Fig. 1: routed clock nets over the placement
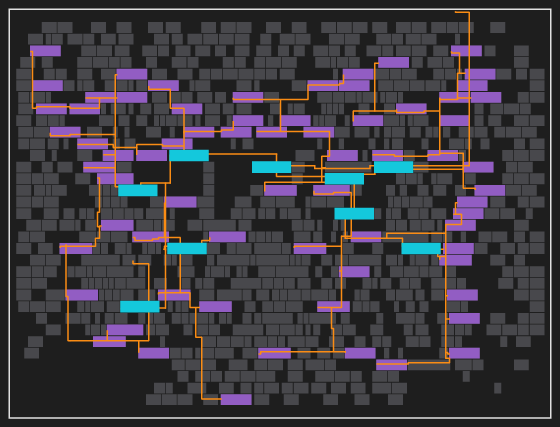
Fig. 2: I/O nets highlighted
Bar = 50 µm.
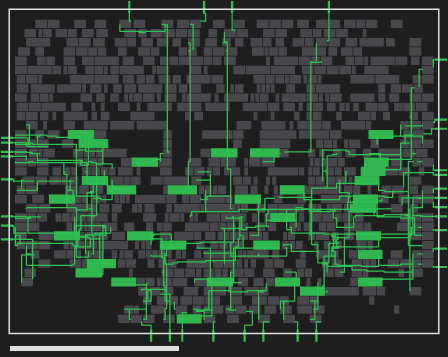
Fig. 3: metal 1
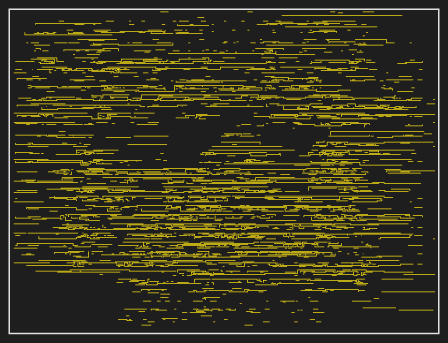
==> config.mk <==
export PLATFORM = sky130hd
export DESIGN_NAME = fetch_unit_flat
export DESIGN_NICKNAME = d
export VERILOG_FILES = /design/src/rtl/fetch_unit_if.sv /design/src/rtl/fetch_unit.sv /design/src/flat_wrapper.sv
export SDC_FILE = /design/constraint.sdc
export NUM_CORES = 1
export LEC_CHECK = 0
export CAP_MARGIN = 15
export CORE_ASPECT_RATIO = 0.75
export CORE_MARGIN = 1
export CORE_UTILIZATION = 35
export CTS_CLUSTER_SIZE = 30
export DETAILED_ROUTE_END_ITERATION = 10
export GPL_ROUTABILITY_DRIVEN = 0
export GPL_TIMING_DRIVEN = 0
export PLACE_DENSITY = 0.76
export SKIP_CTS_REPAIR_TIMING = 1
export SLEW_MARGIN = 20
export SYNTH_ARGS = -nofsm -noshare
export SYNTH_HDL_FRONTEND = slang
export SYNTH_SLANG_ARGS = --single-unit
==> constraint.sdc <==
create_clock -name clk -period 2.9 [get_ports clk]
set_input_delay 0.725 -clock clk [delete_from_list [all_inputs] [get_ports clk]]
set_output_delay 0.725 -clock clk [all_outputs]
set_load 0.02 [all_outputs]
==> impl_metrics.py <==
# Synthesis and PnR figures
metrics = {
    "drt": {
        "drtIter0Drc": 414,
        "drc": 0,
        "viasPerCell": 5.31,
        "ant_nets": 0,
        "first_pass_iters": 5,
        "avgRoutedWirePerCell_um": 18.0,
    },
    "sta": {
        "period_needed_ns": 2.90,
        "max-slew-margin-rel": 0.513,
        "period_used_share": 1.00,
        "fmax_mhz": 345,
        "setup_violations": 1,
        "drv_slew": 0,
        "layout_setup_ws_ns": -0.000699,
        "finalHoldViolCount": 0,
        "rsz0062_at_grt": "yes",
        "tightest_slew_ns": 0.731,
        "tns_ns": -0.000699,
    },
    "worst_hold_path": {
        "hp-class": "flip-flop to flip-flop",
        "hold_depth": 2,
    },
    "synthesis": {
        "ys_cells": 484,
        "async_flop_share": 0,
        "synth_warnings": 0,
        "postSynthAreaPerCell_um2": 8.38,
        "ys_area_um2": 4060,
        "synthFlopType": "dfxtp_1",
        "top_area_frac": 0.341,
        "yosysUniqueCellTypes": 57,
        "netlist_area_um2": 4060,
        "synthCells": 484,
        "yosysTopAreaCell": "dfxtp_1",
        "edf_count": 0,
        "syn-num-nets": 554,
        "area_leaders": "dfxtp_1, buf_4, a22oi_1",
        "ys_ff": 69,
        "ys_seq_frac": 0.341,
    },
    "cells_and_area": {
        "final_cell_mix": "clkdlybuf4s50_1, buf_4, nor2_1, dfxtp_1, a22oi_1",
        "final_nets": 821,
        "syn2layout_area_growth_pct": 79.6,
        "final_common_cell": "clkdlybuf4s50_1",
        "n_antenna_cell": 0,
        "drive_gt1_frac": 0.234,
    },
    "global_routing": {
        "grt_pass1_wl_um": 23400,
        "grt-ovfl-total": 0,
        "grt_max_degree": 14,
        "antenna_found_initial": 0,
        "grtUsageTotal": 0.254,
        "grt_pass1_vias": 4310,
    },
    "worst_setup_path": {
        "critPathTopFamily": "simple AND/OR/NAND/NOR gates",
        "cpMostUsedCell": "buf_6",
        "worstPathArrival_ns": 2.18,
        "rr_worst_depth": 7,
        "cp_slowest_stage_delay_ns": 0.54,
        "crit_path_end_kind": "output port",
        "crit_fanout": 8,
        "crit_path_start_kind": "flip-flop",
        "crit_type": "flip-flop to output port",
        "worst_ep_required_time_ns": 2.17,
        "crit_chain": "buf_6, and4_1, buf_6, buf_12, nand3_4, or4_4, xnor2_2, buf_4",
        "crit_cells": 8,
        "crit_slowest_cell": "or4_4",
        "r2r_slack_ns": 0.53,
        "crit_buf_inv": 4,
    },
    "status": {
        "outcome": "complete, but fails checks",
        "violations": "negative setup slack",
    },
    "power_and_ir_drop": {
        "leakagePower_nw": 3.03,
        "ir_drop_v": 0.000331,
        "pwr_density_cell_nw_per_um2": 362,
        "power_mw": 2.63,
    },
    "floorplan": {
        "fp-utilization": 0.365,
        "core_um2": 11100,
        "die_height_um": 95.2,
        "die_x_um": 126,
        "dieArea_um2": 12000,
        "fp-row-count": 33,
    },
    "job": {
        "maxCapViolations": 0,
        "tool_warnings": 27,
    },
    "cts": {
        "cts_root_buf": "clkbuf_16",
        "htree_levels": 3,
        "cts_buffer_depth": 2,
        "cts_inserted_buffers": 9,
        "cts_tree": "done",
        "cts_sinks": 69,
        "clk_pin_slew_worst_paths_ns": 0.06,
    },
    "placement": {
        "dpl.hpwl_um": 11900,
    },
}
-- Fig. 1 (at the start) --
purple -> flip-flops  # count 69
cyan -> clock-net drivers  # count 9
orange -> clock wires  # length 984 µm
flops lie = spread over the die
routed clock nets = 10
Clock Power: 1.20 mW
Setup Skew: 0.00577 ns
clk latency late pin: 0.33 ns
clock network fraction of design power: 0.455

-- Fig. 2 (at the start) --
green -> imem_imem_addr  # bits 32, direction output, end cells 32, wire 2,150 µm
IO Pins: 232
input/output buffers: 231

-- Fig. 3 (at the start) --
share of all routed wire = 42%
longest straight run = 37.7 µm
nets with wire on the layer = 717
main direction = horizontal
wire length on this layer = 6,820 µm
total number of vias: 4,755
GR Util met1: 0.337
final wirelength: 16,200 µm

[synth_stat cells, drive strengths merged, types with 2 or more instances]
master,number
a21o,2
a21oi,18
a221oi,5
a22oi,33
a31oi,8
a32oi,4
and2,3
and3,11
and4,5
buf,84
clkbuf,21
dfxtp,69
inv,3
nand2,23
nand2b,5
nand3,16
nand3b,2
nand4,15
nand4b,2
nor2,53
nor3,11
nor3b,7
nor4,7
o211ai,2
o21ai,14
o22ai,2
o2bb2ai,7
o32ai,3
or3,3
or4,7
xnor2,20
xor2,7
[kinds of logic (layout without fill, tap and decap cells)]
group	after synthesis	in the layout	synth area share
buffers and inverters	108	380	0.167
adders and majority gates	1	1	0.00308
and+or+nand+nor	172	172	0.246
AOI/OAI and AO/OA	107	107	0.184
xor gates and xnor gates	27	27	0.0602
DFF	69	69	0.341
[tightest hold or removal path, delay by kind of cell (launching register included)]
kind	cells	cell delay (ns)
flops	1	0.33
simple gates	1	0.08
compound gates	1	0.04
[power by group]
part           internal (mW)  total (mW)  switching, mW
clock                  0.757        1.20          0.440
combinational          0.237       0.436          0.199
sequential             0.973        1.00         0.0271
[final cells by class]
| cell class | instances | area (µm²) |
|---|---|---|
| buffer | 104 | 721 |
| fill | 882 | 3820 |
| clock inverter | 7 | 98.8 |
| tap | 140 | 175 |
| inverter | 3 | 11.3 |
| timing repair buffer | 257 | 2530 |
| clock buffer | 9 | 225 |
| sequential | 69 | 1420 |
| multi-input combinational | 307 | 2100 |
[stage by stage]
stage | cell area (µm²) | worst slack (ns) | util | cells | hold WS, ns
after floorplan | 4060 | 0.144 | - | 484 | 0.570
after CTS | 6870 | -0.717 | 0.618 | 871 | 0.485
after detailed placement | 6540 | -0.342 | 0.589 | 855 | 0.459
after global placement | 6540 | -0.341 | 0.589 | 855 | 0.454
final | 7280 | -0.000699 | 0.656 | 896 | 0.489
after global routing | 7280 | -0.0663 | 0.656 | 896 | 0.518
[per-layer routing]
layer  share of wire  track usage
met5               0            0
met4          0.0098       0.0622
met3           0.087       0.0696
met2            0.48        0.409
met1            0.42        0.337
Power is estimated from default activity; no workload was simulated.
